run_1/wires.png
Only two layers are drawn.
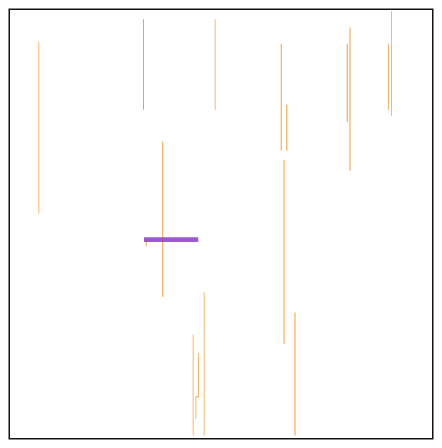
run_1/layer_met2.png
The bar under the picture is 50 um long.
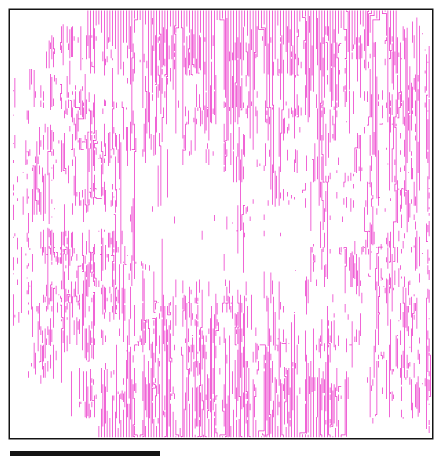
run_1/placement.png
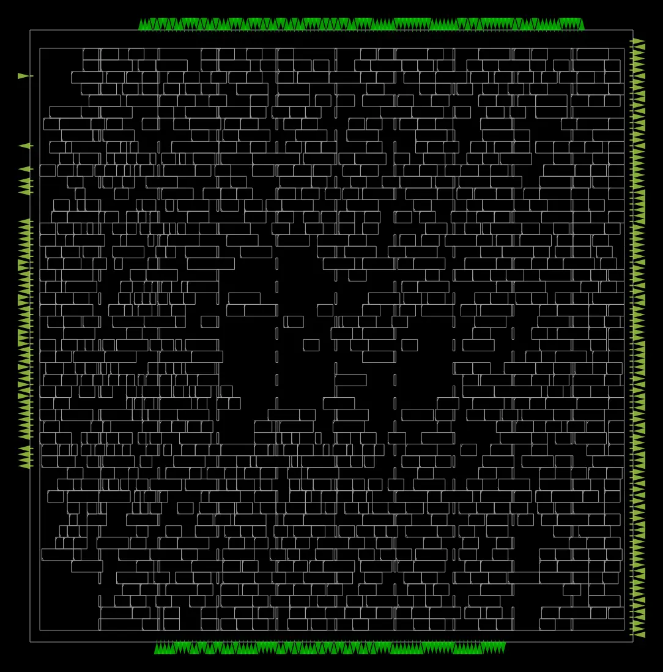
run_1/io_fan.png
The bar under the picture is 50 um long.
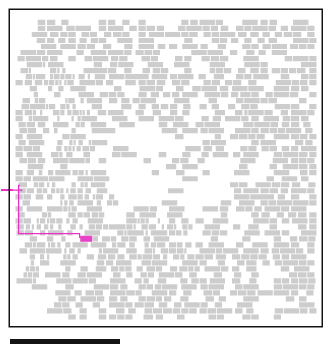
<file path="src/rtl/id_ex_stage_pkg.sv">
// Shared pipeline definitions for the ID/EX stage: widths, ALU op codes,
// forwarding selects, the EX control bundle and the stage action encoding.
package id_ex_stage_pkg;

  localparam int REG_AW   = 6;
  localparam int DW       = 32;
  localparam int ALU_OP_W = 4;

  typedef logic [ALU_OP_W-1:0] aluOp_t;

  localparam aluOp_t ALU_ADD = 4'h0;
  localparam aluOp_t ALU_SUB = 4'h1;
  localparam aluOp_t ALU_AND = 4'h2;
  localparam aluOp_t ALU_OR  = 4'h3;
  localparam aluOp_t ALU_XOR = 4'h4;
  localparam aluOp_t ALU_SLT = 4'h5;
  localparam aluOp_t ALU_SLL = 4'h6;
  localparam aluOp_t ALU_SRL = 4'h7;

  localparam logic [1:0] FWD_NONE = 2'b00;
  localparam logic [1:0] FWD_WB   = 2'b01;
  localparam logic [1:0] FWD_MEM  = 2'b10;

  // A bubble is simply '0 of this struct: invalid, no side effects.
  typedef struct packed {
    logic   valid;
    logic   regWrite;
    logic   memRead;
    logic   memWrite;
    logic   memToReg;
    logic   aluSrc;
    logic   branch;
    aluOp_t aluOp;
  } ex_ctrl_t;

  typedef enum logic [1:0] {
    ACT_CAPTURE = 2'd0,
    ACT_HOLD    = 2'd1,
    ACT_BUBBLE  = 2'd2
  } stageAct_e;

endpackage

</file>
<file path="src/rtl/id_ex_stage_if.sv">
// ID-side inputs and registered EX-side outputs of the ID/EX stage.
// master = the decode/testbench side, slave = the pipeline register.
interface id_ex_stage_if #(
  parameter int REG_AW = 6,
  parameter int DW     = 32
);

  logic                                   id_valid;
  logic [DW-1:0]                          id_pc, id_rs_data, id_rt_data, id_imm;
  logic [REG_AW-1:0]                      id_rs, id_rt, id_rd;
  logic                                   id_reg_write, id_mem_read, id_mem_write;
  logic                                   id_mem_to_reg, id_alu_src, id_reg_dst, id_branch;
  logic [id_ex_stage_pkg::ALU_OP_W-1:0]   id_alu_op;

  logic                                   ex_valid, ex_reg_write, ex_mem_read, ex_mem_write;
  logic                                   ex_mem_to_reg, ex_alu_src, ex_branch;
  logic [id_ex_stage_pkg::ALU_OP_W-1:0]   ex_alu_op;
  logic [DW-1:0]                          ex_pc, ex_rs_data, ex_rt_data, ex_imm;
  logic [REG_AW-1:0]                      ex_rs, ex_rt, ex_wreg;

  modport master (
    output id_valid, id_pc, id_rs_data, id_rt_data, id_imm, id_rs, id_rt, id_rd,
           id_reg_write, id_mem_read, id_mem_write, id_mem_to_reg, id_alu_src,
           id_reg_dst, id_branch, id_alu_op,
    input  ex_valid, ex_reg_write, ex_mem_read, ex_mem_write, ex_mem_to_reg,
           ex_alu_src, ex_branch, ex_alu_op, ex_pc, ex_rs_data, ex_rt_data,
           ex_imm, ex_rs, ex_rt, ex_wreg
  );

  modport slave (
    input  id_valid, id_pc, id_rs_data, id_rt_data, id_imm, id_rs, id_rt, id_rd,
           id_reg_write, id_mem_read, id_mem_write, id_mem_to_reg, id_alu_src,
           id_reg_dst, id_branch, id_alu_op,
    output ex_valid, ex_reg_write, ex_mem_read, ex_mem_write, ex_mem_to_reg,
           ex_alu_src, ex_branch, ex_alu_op, ex_pc, ex_rs_data, ex_rt_data,
           ex_imm, ex_rs, ex_rt, ex_wreg
  );

endinterface

</file>
<file path="src/rtl/id_ex_stage_hazard_detect.sv">
// Load-use compare plus the hold/flush/stall priority that decides what the
// ID/EX register does this cycle and whether the front end may advance.
module hazard_detect
  import id_ex_stage_pkg::*;
#(
  parameter int REG_AW = 6
) (
  input  logic              exValid,
  input  logic              exMemRead,
  input  logic [REG_AW-1:0] exWreg,
  input  logic              idValid,
  input  logic [REG_AW-1:0] idRs,
  input  logic [REG_AW-1:0] idRt,
  input  logic              exFlush,
  input  logic              hold,
  output stageAct_e         action,
  output logic              pcWrite,
  output logic              ifIdWrite,
  output logic              stallEvent,
  output logic              flushEvent
);

  logic loadUse;

  assign loadUse = exValid & exMemRead & (exWreg != '0) & idValid &
                   ((exWreg == idRs) | (exWreg == idRt));

  always_comb begin
    // NOTE: every output gets a default before the priority chain so no path
    // leaves one unassigned; that is what keeps this block free of latches.
    action     = ACT_CAPTURE;
    pcWrite    = 1'b1;
    ifIdWrite  = 1'b1;
    stallEvent = 1'b0;
    flushEvent = 1'b0;
    if (hold) begin
      action    = ACT_HOLD;
      pcWrite   = 1'b0;
      ifIdWrite = 1'b0;
    end else if (exFlush) begin
      // IF/ID flushing is handled upstream, so the front end keeps moving.
      action     = ACT_BUBBLE;
      flushEvent = 1'b1;
    end else if (loadUse) begin
      action     = ACT_BUBBLE;
      pcWrite    = 1'b0;
      ifIdWrite  = 1'b0;
      stallEvent = 1'b1;
    end
  end

endmodule

</file>
<file path="src/rtl/id_ex_stage.sv">
// ID/EX pipeline register: captures decoded fields, inserts bubbles on
// flush or load-use, freezes on hold, and counts stall/flush events.
module id_ex_stage #(
  parameter int REG_AW = id_ex_stage_pkg::REG_AW,
  parameter int DW     = id_ex_stage_pkg::DW,
  parameter int CW     = 16
) (
  input  logic          clk,
  input  logic          rst,
  id_ex_stage_if.slave  bus,
  input  logic          ex_flush,
  input  logic          hold,
  output logic          pc_write,
  output logic          if_id_write,
  output logic [CW-1:0] stall_cnt,
  output logic [CW-1:0] flush_cnt
);

  import id_ex_stage_pkg::ex_ctrl_t;
  import id_ex_stage_pkg::stageAct_e;
  import id_ex_stage_pkg::ACT_CAPTURE;
  import id_ex_stage_pkg::ACT_BUBBLE;

  ex_ctrl_t          ctrlQ;
  logic [DW-1:0]     pcQ, rsDataQ, rtDataQ, immQ;
  logic [REG_AW-1:0] rsQ, rtQ, wregQ;
  stageAct_e         action;
  logic              stallEvent, flushEvent;

  hazard_detect #(.REG_AW(REG_AW)) u_hazard (
    .exValid    (ctrlQ.valid),
    .exMemRead  (ctrlQ.memRead),
    .exWreg     (wregQ),
    .idValid    (bus.id_valid),
    .idRs       (bus.id_rs),
    .idRt       (bus.id_rt),
    .exFlush    (ex_flush),
    .hold       (hold),
    .action     (action),
    .pcWrite    (pc_write),
    .ifIdWrite  (if_id_write),
    .stallEvent (stallEvent),
    .flushEvent (flushEvent)
  );

  // NOTE: sequential state uses non-blocking assignments so every register
  // samples pre-edge values regardless of statement or process order.
  always_ff @(posedge clk) begin
    if (rst || action == ACT_BUBBLE) begin
      // Zeroed indices make the forwarding unit see register 0 and stay idle.
      ctrlQ   <= '0;
      pcQ     <= '0;
      rsDataQ <= '0;
      rtDataQ <= '0;
      immQ    <= '0;
      rsQ     <= '0;
      rtQ     <= '0;
      wregQ   <= '0;
    end else if (action == ACT_CAPTURE) begin
      ctrlQ   <= '{valid:    bus.id_valid,
                   regWrite: bus.id_reg_write,
                   memRead:  bus.id_mem_read,
                   memWrite: bus.id_mem_write,
                   memToReg: bus.id_mem_to_reg,
                   aluSrc:   bus.id_alu_src,
                   branch:   bus.id_branch,
                   aluOp:    bus.id_alu_op};
      pcQ     <= bus.id_pc;
      rsDataQ <= bus.id_rs_data;
      rtDataQ <= bus.id_rt_data;
      immQ    <= bus.id_imm;
      rsQ     <= bus.id_rs;
      rtQ     <= bus.id_rt;
      wregQ   <= bus.id_reg_dst ? bus.id_rd : bus.id_rt;
    end
  end

  always_ff @(posedge clk) begin
    if (rst) begin
      stall_cnt <= '0;
      flush_cnt <= '0;
    end else begin
      if (stallEvent && stall_cnt != '1) stall_cnt <= stall_cnt + 1'b1;
      if (flushEvent && flush_cnt != '1) flush_cnt <= flush_cnt + 1'b1;
    end
  end

  assign bus.ex_valid      = ctrlQ.valid;
  assign bus.ex_reg_write  = ctrlQ.regWrite;
  assign bus.ex_mem_read   = ctrlQ.memRead;
  assign bus.ex_mem_write  = ctrlQ.memWrite;
  assign bus.ex_mem_to_reg = ctrlQ.memToReg;
  assign bus.ex_alu_src    = ctrlQ.aluSrc;
  assign bus.ex_branch     = ctrlQ.branch;
  assign bus.ex_alu_op     = ctrlQ.aluOp;
  assign bus.ex_pc         = pcQ;
  assign bus.ex_rs_data    = rsDataQ;
  assign bus.ex_rt_data    = rtDataQ;
  assign bus.ex_imm        = immQ;
  assign bus.ex_rs         = rsQ;
  assign bus.ex_rt         = rtQ;
  assign bus.ex_wreg       = wregQ;

endmodule
</file>
<file path="src/flat_wrapper.sv">
// flat-port wrapper written by rule: the top's interface ports become plain ports
module id_ex_stage_flat import id_ex_stage_pkg::ex_ctrl_t; import id_ex_stage_pkg::stageAct_e; import id_ex_stage_pkg::ACT_CAPTURE; import id_ex_stage_pkg::ACT_BUBBLE;
#(
  parameter int REG_AW = id_ex_stage_pkg::REG_AW,
  parameter int DW     = id_ex_stage_pkg::DW,
  parameter int CW     = 16
)
  (clk, rst, ex_flush, hold, pc_write, if_id_write, stall_cnt, flush_cnt, bus_id_valid, bus_id_pc, bus_id_rs_data, bus_id_rt_data, bus_id_imm, bus_id_rs, bus_id_rt, bus_id_rd, bus_id_reg_write, bus_id_mem_read, bus_id_mem_write, bus_id_mem_to_reg, bus_id_alu_src, bus_id_reg_dst, bus_id_branch, bus_id_alu_op, bus_ex_valid, bus_ex_reg_write, bus_ex_mem_read, bus_ex_mem_write, bus_ex_mem_to_reg, bus_ex_alu_src, bus_ex_branch, bus_ex_alu_op, bus_ex_pc, bus_ex_rs_data, bus_ex_rt_data, bus_ex_imm, bus_ex_rs, bus_ex_rt, bus_ex_wreg);
  id_ex_stage_if #(.REG_AW(REG_AW), .DW(DW)) bus_i ();
  input  logic clk;
  input  logic rst;
  input  logic ex_flush;
  input  logic hold;
  output logic pc_write;
  output logic if_id_write;
  output logic [CW-1:0] stall_cnt;
  output logic [CW-1:0] flush_cnt;
  input wire logic [$bits(bus_i.id_valid)-1:0] bus_id_valid;
  input wire logic [$bits(bus_i.id_pc)-1:0] bus_id_pc;
  input wire logic [$bits(bus_i.id_rs_data)-1:0] bus_id_rs_data;
  input wire logic [$bits(bus_i.id_rt_data)-1:0] bus_id_rt_data;
  input wire logic [$bits(bus_i.id_imm)-1:0] bus_id_imm;
  input wire logic [$bits(bus_i.id_rs)-1:0] bus_id_rs;
  input wire logic [$bits(bus_i.id_rt)-1:0] bus_id_rt;
  input wire logic [$bits(bus_i.id_rd)-1:0] bus_id_rd;
  input wire logic [$bits(bus_i.id_reg_write)-1:0] bus_id_reg_write;
  input wire logic [$bits(bus_i.id_mem_read)-1:0] bus_id_mem_read;
  input wire logic [$bits(bus_i.id_mem_write)-1:0] bus_id_mem_write;
  input wire logic [$bits(bus_i.id_mem_to_reg)-1:0] bus_id_mem_to_reg;
  input wire logic [$bits(bus_i.id_alu_src)-1:0] bus_id_alu_src;
  input wire logic [$bits(bus_i.id_reg_dst)-1:0] bus_id_reg_dst;
  input wire logic [$bits(bus_i.id_branch)-1:0] bus_id_branch;
  input wire logic [$bits(bus_i.id_alu_op)-1:0] bus_id_alu_op;
  output wire logic [$bits(bus_i.ex_valid)-1:0] bus_ex_valid;
  output wire logic [$bits(bus_i.ex_reg_write)-1:0] bus_ex_reg_write;
  output wire logic [$bits(bus_i.ex_mem_read)-1:0] bus_ex_mem_read;
  output wire logic [$bits(bus_i.ex_mem_write)-1:0] bus_ex_mem_write;
  output wire logic [$bits(bus_i.ex_mem_to_reg)-1:0] bus_ex_mem_to_reg;
  output wire logic [$bits(bus_i.ex_alu_src)-1:0] bus_ex_alu_src;
  output wire logic [$bits(bus_i.ex_branch)-1:0] bus_ex_branch;
  output wire logic [$bits(bus_i.ex_alu_op)-1:0] bus_ex_alu_op;
  output wire logic [$bits(bus_i.ex_pc)-1:0] bus_ex_pc;
  output wire logic [$bits(bus_i.ex_rs_data)-1:0] bus_ex_rs_data;
  output wire logic [$bits(bus_i.ex_rt_data)-1:0] bus_ex_rt_data;
  output wire logic [$bits(bus_i.ex_imm)-1:0] bus_ex_imm;
  output wire logic [$bits(bus_i.ex_rs)-1:0] bus_ex_rs;
  output wire logic [$bits(bus_i.ex_rt)-1:0] bus_ex_rt;
  output wire logic [$bits(bus_i.ex_wreg)-1:0] bus_ex_wreg;
  assign bus_i.id_valid = bus_id_valid;
  assign bus_i.id_pc = bus_id_pc;
  assign bus_i.id_rs_data = bus_id_rs_data;
  assign bus_i.id_rt_data = bus_id_rt_data;
  assign bus_i.id_imm = bus_id_imm;
  assign bus_i.id_rs = bus_id_rs;
  assign bus_i.id_rt = bus_id_rt;
  assign bus_i.id_rd = bus_id_rd;
  assign bus_i.id_reg_write = bus_id_reg_write;
  assign bus_i.id_mem_read = bus_id_mem_read;
  assign bus_i.id_mem_write = bus_id_mem_write;
  assign bus_i.id_mem_to_reg = bus_id_mem_to_reg;
  assign bus_i.id_alu_src = bus_id_alu_src;
  assign bus_i.id_reg_dst = bus_id_reg_dst;
  assign bus_i.id_branch = bus_id_branch;
  assign bus_i.id_alu_op = bus_id_alu_op;
  assign bus_ex_valid = bus_i.ex_valid;
  assign bus_ex_reg_write = bus_i.ex_reg_write;
  assign bus_ex_mem_read = bus_i.ex_mem_read;
  assign bus_ex_mem_write = bus_i.ex_mem_write;
  assign bus_ex_mem_to_reg = bus_i.ex_mem_to_reg;
  assign bus_ex_alu_src = bus_i.ex_alu_src;
  assign bus_ex_branch = bus_i.ex_branch;
  assign bus_ex_alu_op = bus_i.ex_alu_op;
  assign bus_ex_pc = bus_i.ex_pc;
  assign bus_ex_rs_data = bus_i.ex_rs_data;
  assign bus_ex_rt_data = bus_i.ex_rt_data;
  assign bus_ex_imm = bus_i.ex_imm;
  assign bus_ex_rs = bus_i.ex_rs;
  assign bus_ex_rt = bus_i.ex_rt;
  assign bus_ex_wreg = bus_i.ex_wreg;
  id_ex_stage #(.REG_AW(REG_AW), .DW(DW), .CW(CW)) u_core (.clk(clk), .rst(rst), .bus(bus_i), .ex_flush(ex_flush), .hold(hold), .pc_write(pc_write), .if_id_write(if_id_write), .stall_cnt(stall_cnt), .flush_cnt(flush_cnt));
endmodule
</file>
<file path="config.mk">
export PLATFORM = sky130hd
export DESIGN_NAME = id_ex_stage_flat
export DESIGN_NICKNAME = d
export VERILOG_FILES = /design/src/rtl/id_ex_stage_pkg.sv /design/src/rtl/id_ex_stage_if.sv /design/src/rtl/id_ex_stage_hazard_detect.sv /design/src/rtl/id_ex_stage.sv /design/src/flat_wrapper.sv
export SDC_FILE = /design/constraint.sdc
export NUM_CORES = 1
export LEC_CHECK = 0
export ABC_CLOCK_PERIOD_IN_PS = 3000
export CORE_AREA = 2 2 139 141
export CTS_BUF_LIST = sky130_fd_sc_hd__clkbuf_8
export CTS_CLUSTER_DIAMETER = 50
export DETAILED_ROUTE_END_ITERATION = 10
export DIE_AREA = 0 0 141 143
export PLACE_DENSITY_LB_ADDON = 0.1
export SETUP_SLACK_MARGIN = 0.05
export SLEW_MARGIN = 20
export SYNTH_ARGS = -nofsm -noshare
export SYNTH_HDL_FRONTEND = slang
export SYNTH_SLANG_ARGS = --single-unit
</file>
<file path="constraint.sdc">
create_clock -name clk -period 3 [get_ports clk]
set_input_delay 0.6 -clock clk [delete_from_list [all_inputs] [get_ports clk]]
set_output_delay 0.6 -clock clk [all_outputs]
set_load 0.05 [all_outputs]
</file>
==> flow_summary_export.csv, run 1 <==
group,metric,value,unit
power,clock_power_share,31.4,%
place,dp_hpwl,17.2,mm
layout,fillers,1501,
setup_path,path_cells,"clkdlybuf4s50_1 > xor2_1 > nor4_2 > a22oi_2 > or2_4 > o21a_4 > buf_6",
logic_synthesis,edf_count,0,
final_timing,setup_ws,0.129,ns
setup_path,setup.worst_path.start,"bus_id_rt[0]",
power,ir_worst_vdd,0.313,mV
layout,inverters,11,
outcome,status,"completed",
final_timing,fin_worst_skew,0.0123,ns
clock_tree,cts_resized,5,
grt,grt_pass1_vias,6448,
grt,use_met3,5.70,%
logic_synthesis,ys_async_sr_fraction,0,%
logic_synthesis,synth-seq-area-share,53.7,%
clock_tree,clkTransAtPathRegs,0.09,ns
layout,layout.cells.most_common_list,"clkdlybuf4s50_1, dfxtp_1, o221a_2",
final_timing,hold_violations,0,
layout,syn2layout_area_growth,61.6,%
routing,via_per_inst,5.57,
clock_tree,clock_path_buffers,2,
logic_synthesis,synth-cells-yosys,607,
power,power_density,532,mW/mm^2
setup_path,reg2reg_from,"u_core.stall_cnt[0]$_SDFFE_PP0P_",
layout,finalNetCount,1099,
layout,logic_gates,342,
final_timing,fmax,0.348,GHz
place,placed_area,0.0109,mm^2
worst_hold_path,min_path_type,"in -> reg",
worst_hold_path,holdPathEnd,"u_core.bus.ex_rs[0]$_SDFFE_PP0N_",
logic_synthesis,avgSynthCellArea,11.6,um^2
setup_path,cp_num_buf_inv,2,
layout,flop_area,0.00379,mm^2
floorplan,core_region_area,0.0186,mm^2
logic_synthesis,ys_warn_count,0,
logic_synthesis,synth.most_common_cell,"dfxtp_1",
layout,comb_share,26.3,%
worst_hold_path,hold_depth,2,
clock_tree,cts_buffers,17,
place,dp.cells,1150,
floorplan,fp_util,37.9,%
layout,signal_buffers,374,
power,power.share.switching,30.5,%
grt,grt_pass1_wl,36.1,mm
logic_synthesis,ys_top_logic_family,"AND-OR/OR-AND gates",
-- wires.png (at the start) --
metal 4: marked orange, wire length 557 um. metal 5: marked purple, wire length 16.6 um.
routed len/inst: 20.2 um
Tot GR Track Use: 22.8%
Via Count: 6600
final WL: 23.9 mm

-- layer_met2.png (at the start) --
The layer holds 51% of the routed length. The wires run mostly vertical. 1018 nets have wire on it. The longest straight run is 65.1 um. The layer carries 12200 um of wire.
grt met2 use: 39.6%

-- placement.png (at the start) --
fraction of area in registers: 33.3%
standard-cell rows: 50
Tapcells: 234
fin util: 61.3%
fin cells: 1184

-- io_fan.png (at the start) --
`if_id_write`: marked magenta, bits 1, direction output, edge west, end cells 1, buffers 1, wire 57.7 um.
IO Pins: 353
Port-buffer cells: 352

run_1/flops_by_reg.png
Other sequential cells in the stronger gray, the rest of the logic in the fainter gray.
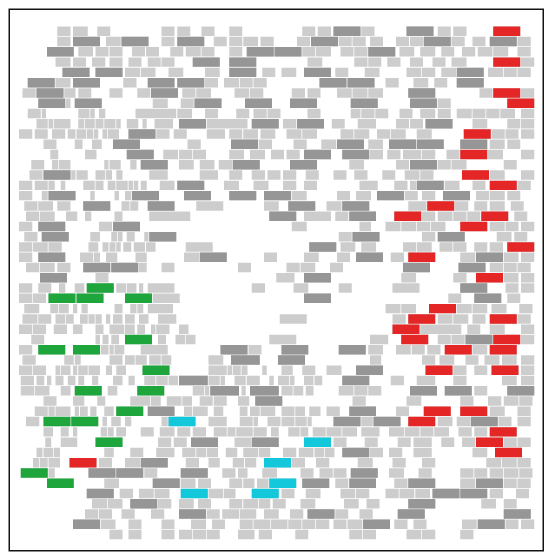

==> run 1 -> run 2 <==
- GPL_TIMING_DRIVEN: default -> 0
run_2/flops_by_reg.png
Other sequential cells in the stronger gray, the rest of the logic in the fainter gray.
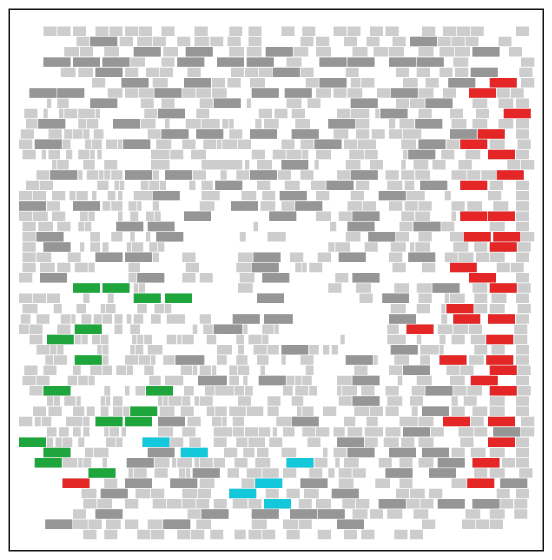
`u_core.bus.ex_pc`: marked red, flops 32. `u_core.bus.ex_rs`: marked cyan, flops 6, where south. `u_core.stall_cnt`: marked green, flops 16.
Register Area: 0.00379 mm^2
fin util: 60.7%

==> flow_summary_export.csv, run 2 <==
group,metric,value,unit
outcome,status,"completed",
setup_path,reg2reg_from,"u_core.bus.ex_wreg[5]$_SDFFE_PP0N_",
floorplan,fp_util,37.9,%
final_timing,fin_worst_skew,0.0166,ns
layout,layout.cells.non_filler,1224,
final_timing,hold_violations,0,
floorplan,rows,50,
grt,grt_pass1_wl,37.0,mm
place,io_buffers,351,
layout,layout.cells.most_common_list,"clkdlybuf4s50_1, dfxtp_1, o221a_2",
power,p_sw,1.86,mW
logic_synthesis,edf_count,0,
routing,vias,6654,
logic_synthesis,synth.most_common_cell,"dfxtp_1",
layout,comb_share,26.4,%
grt,met2_usage,39.0,%
floorplan,io_pins,353,
layout,syn2layout_area_growth,59.9,%
grt,use_met3,5.80,%
routing,via_per_inst,5.44,
clock_tree,hold_buffers,0,
power,power.share.switching,32.1,%
setup_path,path_cells,"clkdlybuf4s50_1 > xor2_1 > nor4_2 > a22oi_2 > or2_4 > o21a_1 > buf_4 > buf_6",
final_timing,setup_viol,0,
final_timing,fmax,0.350,GHz
layout,logic_gates,342,
clock_tree,cts_tree,"yes",
setup_path,setup.worst_path.start,"bus_id_rs[1]",
floorplan,tapCellCount,234,
setup_path,cp_num_buf_inv,3,
worst_hold_path,holdPathEnd,"u_core.bus.ex_rs[2]$_SDFFE_PP0N_",
final_timing,setup_ws,0.143,ns
grt,track_usage,23.6,%
logic_synthesis,avgSynthCellArea,11.6,um^2
worst_hold_path,hold_depth,2,
logic_synthesis,ys_async_sr_fraction,0,%
routing,wl_per_cell,20.2,um
routing,wl_met1,10.6,mm
clock_tree,clkTransAtPathRegs,0.10,ns
layout,fillers,1620,
power,leakage,4.11,nW
routing,wirelength,24.7,mm
worst_hold_path,min_path_type,"in -> reg",
logic_synthesis,mux_area_share,0.462,%
logic_synthesis,ys_top_logic_family,"AND-OR/OR-AND gates",
logic_synthesis,synth-cells-yosys,607,
place,dp_hpwl,19.0,mm
logic_synthesis,synth-seq-area-share,53.7,%
floorplan,core_region_area,0.0186,mm^2
logic_synthesis,ys_warn_count,0,
power,ir_worst_vdd,0.244,mV
logic_synthesis,synth_top_flop_cell,"dfxtp_1",
layout,signal_buffers,415,
place,dp.cells,1192,
clock_tree,cts_buffers,17,
power,clock_power_share,28.5,%
layout,inverters,11,
setup_path,crit_family,"buffers and inverters",
place,placed_area,0.0109,mm^2
clock_tree,cts_resized,23,
place,gp_congestion,0.816,
floorplan,dieWidth,141,um
grt,grt_pass1_vias,6389,
final_timing,slew_violations,0,
layout,sh_seq_area,33.6,%
power,power_density,514,mW/mm^2
routing,antenna_left,0,
clock_tree,clock_path_buffers,2,
layout,finalNetCount,1140,
No activity file was given, so power comes from the tool's default toggle rates.
